--- src/rtl/me_sad_engine.sv ---
// Full-search 8x8 block-matching SAD motion estimator over a 16x16 window.
// Optional macro ME_EARLY_TERM_EN: stop the search on the first zero-SAD candidate.
module me_sad_engine #(
    parameter int PIX_W = 8,
    parameter int SAD_W = 14
) (
    input  logic               clk,
    input  logic               rst,
    input  logic [4*PIX_W-1:0] cur_in,
    input  logic [8*PIX_W-1:0] ref_in,
    output logic               need_cur,
    output logic               need_ref,
    output logic [3:0]         mv_x,
    output logic [3:0]         mv_y,
    output logic [SAD_W-1:0]   best_sad,
    output logic               done
);

`ifdef ME_EARLY_TERM_EN
    localparam bit EARLY = 1'b1;
`else
    localparam bit EARLY = 1'b0;
`endif

    typedef enum logic [2:0] {
        IDLE,
        LOAD_CUR,
        LOAD_REF,
        SEARCH,
        DONE
    } state_t;

    state_t state, nxt;

    logic [PIX_W-1:0] cur_m [8][8];
    logic [PIX_W-1:0] ref_m [16][16];

    logic             cur_d, ref_d;
    logic [3:0]       cw;
    logic [4:0]       rw;
    logic [5:0]       rq;
    logic [3:0]       dx, dy, bx, by;
    logic [2:0]       y;
    logic [3:0]       ry;
    logic [SAD_W-1:0] acc, best, row_sad, cand_sad;
    logic [PIX_W-1:0] ad [8];
    logic             row_end, last_cand, hit;

    assign ry = dy + {1'b0, y};

    always_comb begin
        for (int i = 0; i < 8; i++) begin
            if (cur_m[y][3'(i)] > ref_m[ry][dx + 4'(i)])
                ad[i] = cur_m[y][3'(i)] - ref_m[ry][dx + 4'(i)];
            else
                ad[i] = ref_m[ry][dx + 4'(i)] - cur_m[y][3'(i)];
        end
    end

    always_comb begin
        row_sad = '0;
        for (int i = 0; i < 8; i++)
            row_sad = row_sad + SAD_W'(ad[i]);
    end

    assign cand_sad  = acc + row_sad;
    assign row_end   = (y == 3'd7);
    assign last_cand = (dx == 4'd8) && (dy == 4'd8);
    assign hit       = EARLY && (cand_sad == '0);

    always_ff @(posedge clk) begin
        if (rst)
            state <= IDLE;
        else
            state <= nxt;
    end

    always_comb begin
        nxt = state;
        case (state)
            IDLE:     nxt = LOAD_CUR;
            LOAD_CUR: if (rq == 6'd15) nxt = LOAD_REF;
            LOAD_REF: if (ref_d && rw == 5'd31) nxt = SEARCH;
            SEARCH:   if (row_end && (last_cand || hit)) nxt = DONE;
            DONE:     nxt = LOAD_CUR;
            default:  nxt = IDLE;
        endcase
    end

    // Requests are registered so they line up exactly with the state they belong to
    always_ff @(posedge clk) begin
        if (rst) begin
            need_cur <= 1'b0;
            need_ref <= 1'b0;
            cur_d    <= 1'b0;
            ref_d    <= 1'b0;
            cw       <= '0;
            rw       <= '0;
            rq       <= '0;
            dx       <= '0;
            dy       <= '0;
            y        <= '0;
            acc      <= '0;
            best     <= '0;
            bx       <= '0;
            by       <= '0;
            mv_x     <= '0;
            mv_y     <= '0;
            best_sad <= '0;
            done     <= 1'b0;
        end else begin
            need_cur <= (state == IDLE) || (state == DONE) ||
                        (state == LOAD_CUR && rq < 6'd15);
            need_ref <= (state == LOAD_CUR && rq == 6'd15) ||
                        (state == LOAD_REF && rq < 6'd31);
            cur_d    <= need_cur;
            ref_d    <= need_ref;
            done     <= (state == DONE);
            if (cur_d) cw <= cw + 4'd1;
            if (ref_d) rw <= rw + 5'd1;

            case (state)
                LOAD_CUR: rq <= (rq == 6'd15) ? '0 : rq + 6'd1;
                LOAD_REF: rq <= rq + 6'd1;
                default:  rq <= '0;
            endcase

            if (state == SEARCH) begin
                y <= y + 3'd1;
                if (row_end) begin
                    acc <= '0;
                    if ((dx == 4'd0 && dy == 4'd0) || cand_sad < best) begin
                        best <= cand_sad;
                        bx   <= dx;
                        by   <= dy;
                    end
                    if (dx == 4'd8) begin
                        dx <= '0;
                        dy <= dy + 4'd1;
                    end else begin
                        dx <= dx + 4'd1;
                    end
                end else begin
                    acc <= cand_sad;
                end
            end else begin
                y   <= '0;
                dx  <= '0;
                dy  <= '0;
                acc <= '0;
            end

            if (state == DONE) begin
                mv_x     <= bx - 4'd4;
                mv_y     <= by - 4'd4;
                best_sad <= best;
            end
        end
    end

    always_ff @(posedge clk) begin
        if (cur_d)
            for (int k = 0; k < 4; k++)
                cur_m[cw[3:1]][{cw[0], 2'(k)}] <= cur_in[PIX_W*k +: PIX_W];
        if (ref_d)
            for (int k = 0; k < 8; k++)
                ref_m[rw[4:1]][{rw[0], 3'(k)}] <= ref_in[PIX_W*k +: PIX_W];
    end

endmodule

--- config.mk ---
export PLATFORM = sky130hd
export DESIGN_NAME = me_sad_engine
export DESIGN_NICKNAME = d
export VERILOG_FILES = /design/src/rtl/me_sad_engine.sv
export SDC_FILE = /design/constraint.sdc
export NUM_CORES = 1
export LEC_CHECK = 0
export ABC_AREA = 0
export CAP_MARGIN = 10
export CORE_ASPECT_RATIO = 1.2
export CORE_UTILIZATION = 40
export CTS_BUF_LIST = sky130_fd_sc_hd__clkbuf_8
export DETAILED_ROUTE_END_ITERATION = 12
export GPL_TIMING_DRIVEN = 0
export HOLD_SLACK_MARGIN = 0.15
export PLACE_DENSITY = 0.83
export SLEW_MARGIN = 10
export SYNTH_ARGS = -nofsm -noshare
export SYNTH_HDL_FRONTEND = slang
export SYNTH_SLANG_ARGS = --single-unit
--- constraint.sdc ---
create_clock -name clk -period 4.4 [get_ports clk]
set_input_delay 0.88 -clock clk [delete_from_list [all_inputs] [get_ports clk]]
set_output_delay 0.88 -clock clk [all_outputs]
set_load 0.005 [all_outputs]
==> results.json, run 1 <==
{
  "status": "finished clean",
  "drc": 0,
  "syn_area_per_cell_sq_um": 8.775,
  "crit_path_start": "mv_x[0]$_SDFFE_PP0P_",
  "wl_met1_mm": 1.453,
  "design_area_sq_mm": 0.002345,
  "layout-drive-gt1-share": 0.1192,
  "largest_cell_class": "combinational gates",
  "switching_share": 0.2094,
  "hold_viol": 0,
  "flop_cell": "dfxtp_1",
  "antenna_cells": 0,
  "critPathTopFamily": "buffers and inverters",
  "clock_latency_ns": 0.30,
  "dr_wl_met2_mm": 1.712,
  "fin_cells": 318,
  "yosys_cells": 229,
  "drv_cap": 0,
  "drt-pass1-iter-count": 4,
  "nWellTaps": 58,
  "top_layer": "met4",
  "max-vdd-ir-drop_v": 0.0001317,
  "nets": 367,
  "seq_power_w": 0.000410,
  "reg_top3": "rq x6, rw x5",
  "core_util_floorplan": 0.4279,
  "netlist_area_sq_mm": 0.002009,
  "largest_reg_flops": 6,
  "cts_resized": 0,
  "combinationalPower_w": 0.0000292,
  "intPower_w": 0.0005872,
  "r2r_start": "y[0]$_SDFF_PP0_",
  "reg2reg_slack_ns": 2.82,
  "cts.clk_slew.worst_paths_ns": 0.08,
  "setup_viol": 0,
  "busiest_layer": "met2",
  "top_cells_by_area": "dfxtp_1, nand2_1, buf_4",
  "grt_first_pass_wirelength_mm": 5.554,
  "min_period_ns": 2.015,
  "comb_share": 0.4200,
  "rows": 27,
  "crit_type": "flip-flop to output pin",
  "hp-class": "flip-flop to flip-flop",
  "placed_area_sq_mm": 0.002241,
  "gp_congestion": 0.8296,
  "post_cts_buffers": 0,
  "grt_usage": 0.1382,
  "dpl.hpwl_mm": 2.322,
  "rsz0062_at_grt": "false",
  "first_global_vias": 1298,
  "h-tree-depth": 2,
  "met3_usage": 0.03000,
  "final_common_cell": "dfxtp_1",
  "timing.hold.ws_ns": 0.4280,
  "met1_usage": 0.1431,
  "arrival_ns": 1.13,
  "bufAreaShareNonClock": 0.1110,
  "wl_met3_um": 104,
  "drt.antenna.violating_nets": 0,
  "synth.mux.area_fraction": 0.01494,
  "viasPerCell": 4.764,
  "powerDensity_mw_per_mm2": 316.8,
  "finalCritPeriodShare": 0.4579,
  "critical_path_buf_inv_count": 1,
  "placedCellCount": 311,
  "cpMaxStageDelayCell": "clkdlybuf4s50_1",
  "finalSetupTns_ns": 0,
  "critPathMaxFanout": 2,
  "most_common_cell": "dfxtp_1",
  "hold_buffers": 0,
  "yosysUniqueCellTypes": 42,
  "cts.sinks": 45,
  "fillers": 451,
  "cp.depth": 1,
  "inverters": 6,
  "yosys_area_sq_mm": 0.002009,
  "first_iter_violations": 68,
  "yosysWarnings": 0,
  "dp_slack_ns": 2.501,
  "combPwrFrac": 0.039,
  "cts_made_buffers": 5,
  "register_area_sq_um": 900.9,
  "fp.dieH_um": 79.64,
  "start_kind": "flip-flop",
  "path_cells": "clkdlybuf4s50_1",
  "total_power_w": 0.0007428
}
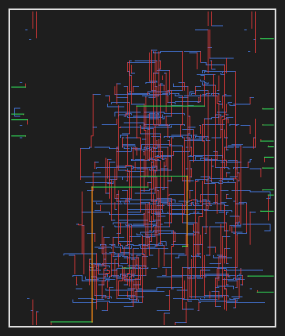
Fig. 1. Signal wires by layer (run 1).
| layer | color | wire length |
|---|---|---|
| metal 3 | green | 105 um |
| metal 1 | blue | 1450 um |
| metal 2 | red | 1710 um |
| metal 4 | orange | 51.7 um |
vias: 1515
WL/cell: 10.45 um
drt total wl: 3.322 mm

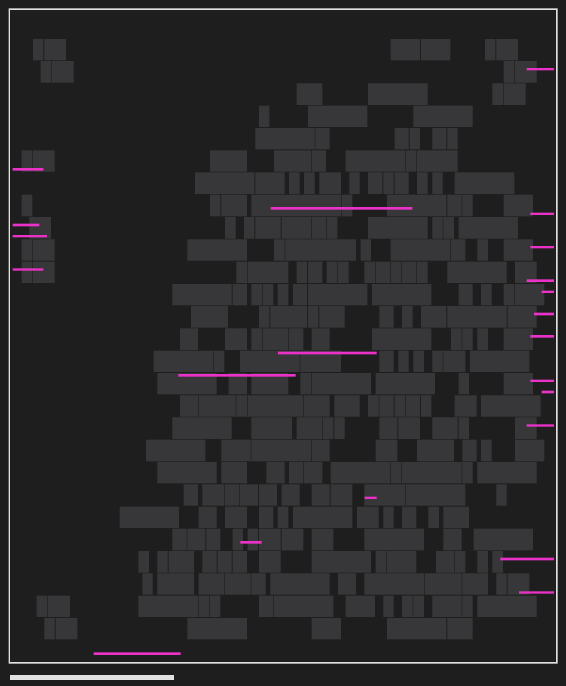
Fig. 2. The metal 3 layer (run 1).
The bar under the picture is 20 um long. Cells faint in the background.
nets with wire on the layer: 19
wire length on this layer: 105 um

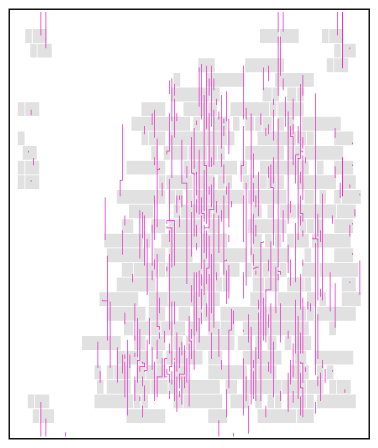
Fig. 3. M2 wires (run 1).
Cells faint in the background.
main direction: vertical
share of all routed wire: 52%
wire length on this layer: 1710 um
GR Layer Usage met2: 0.2475

Fig. 4: run 1, clock wires, drivers and flops
The bar under the picture is 20 um long.
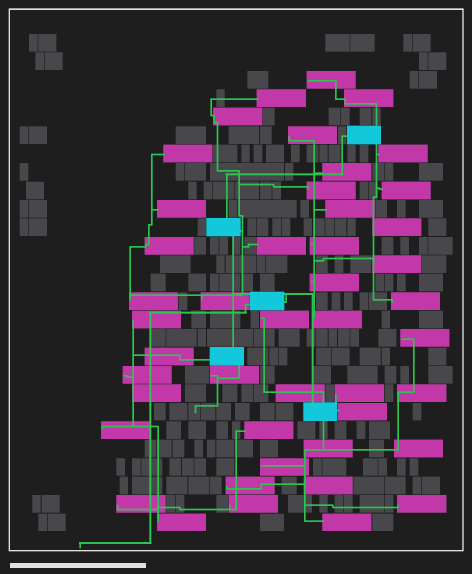

==> run 2: changes to the inputs <==
--- a/config.mk
+++ b/config.mk
@@ -8,12 +8,12 @@
 export ABC_AREA = 0
 export CAP_MARGIN = 10
 export CORE_ASPECT_RATIO = 1.2
-export CORE_UTILIZATION = 40
+export CORE_UTILIZATION = 34
 export CTS_BUF_LIST = sky130_fd_sc_hd__clkbuf_8
 export DETAILED_ROUTE_END_ITERATION = 12
 export GPL_TIMING_DRIVEN = 0
 export HOLD_SLACK_MARGIN = 0.15
-export PLACE_DENSITY = 0.83
+export PLACE_DENSITY = 0.75
 export SLEW_MARGIN = 10
 export SYNTH_ARGS = -nofsm -noshare
 export SYNTH_HDL_FRONTEND = slang
==> constraint.sdc (replaced) <==
create_clock -name clk -period 1.65 [get_ports clk]
set_input_delay 0.33 -clock clk [delete_from_list [all_inputs] [get_ports clk]]
set_output_delay 0.33 -clock clk [all_outputs]
set_load 0.005 [all_outputs]
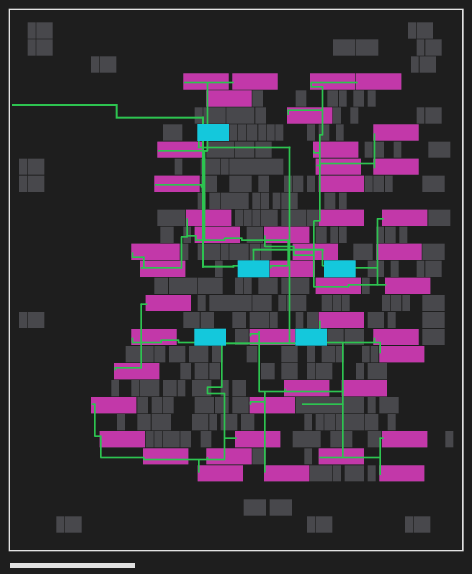
Fig. 5. Clock wires, drivers and flops (run 2).
The bar under the picture is 20 um long.
[clock wires] green | length: 537 um
[flip-flops] magenta | count: 45
[clock drivers] cyan | count: 5
routed clock nets: 6
Clk network pwr share: 0.418
clk ins delay skew pair: 0.30 ns
Setup Skew: 0.004899 ns
Clk. pwr: 0.000841 W

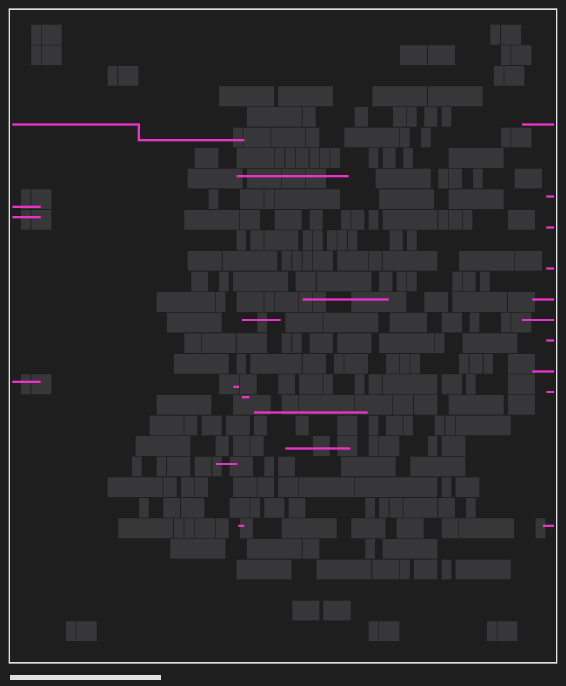
Fig. 6. The metal 3 layer (run 2).
The bar under the picture is 20 um long. Cells faint in the background.
share of all routed wire: 3.4%
wire length on this layer: 118 um
longest straight run: 16.6 um
met3 Track Usage GR: 0.03953
drt total wl: 3.437 mm

==> results.json, run 2 <==
{
  "post_cts_buffers": 0,
  "powerDensity_mw_per_mm2": 835.8,
  "drc": 0,
  "layout-drive-gt1-share": 0.1369,
  "crit_path_start": "y[1]$_SDFF_PP0_",
  "rows": 30,
  "critical_path_buf_inv_count": 1,
  "nets": 369,
  "timing.hold.ws_ns": 0.4037,
  "nWellTaps": 80,
  "r2r_start": "y[1]$_SDFF_PP0_",
  "antenna_cells": 0,
  "first_iter_violations": 63,
  "most_common_cell": "dfxtp_1",
  "start_kind": "flip-flop",
  "rsz0062_at_grt": "false",
  "fin_cells": 343,
  "reg_top3": "rq x6, rw x5",
  "core_util_floorplan": 0.3545,
  "seq_power_w": 0.00109,
  "bufAreaShareNonClock": 0.1158,
  "dpl.hpwl_mm": 2.423,
  "synth.mux.area_fraction": 0.01494,
  "inverters": 6,
  "wl_met1_mm": 1.544,
  "finalSetupTns_ns": 0,
  "comb_share": 0.4109,
  "hp-class": "flip-flop to flip-flop",
  "yosys_area_sq_mm": 0.002009,
  "intPower_w": 0.001579,
  "met1_usage": 0.1350,
  "status": "finished clean",
  "dr_wl_met2_mm": 1.692,
  "cp.depth": 6,
  "h-tree-depth": 2,
  "drt.antenna.violating_nets": 0,
  "placed_area_sq_mm": 0.002268,
  "yosysUniqueCellTypes": 42,
  "crit_type": "flip-flop to flip-flop"
}
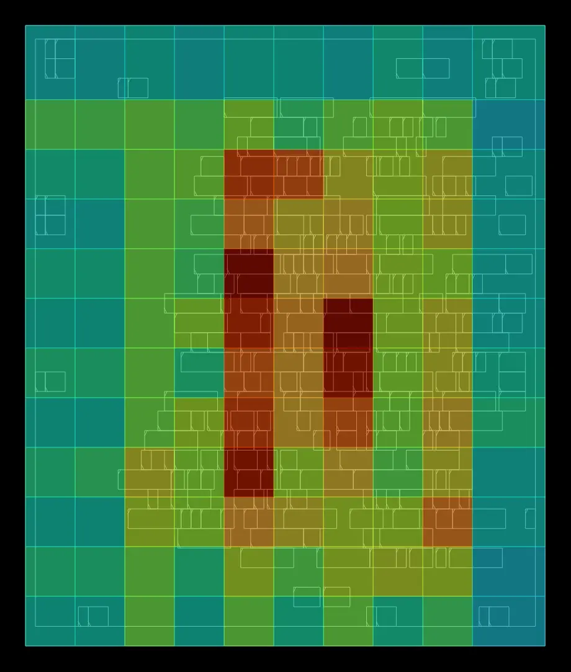
Fig. 7. Routing congestion (run 2).
WL/cell: 10.02 um
GR Layer Usage met2: 0.2107
gr usage total: 0.1229
fin util: 0.4249

Power and IR drop assume default switching activity.
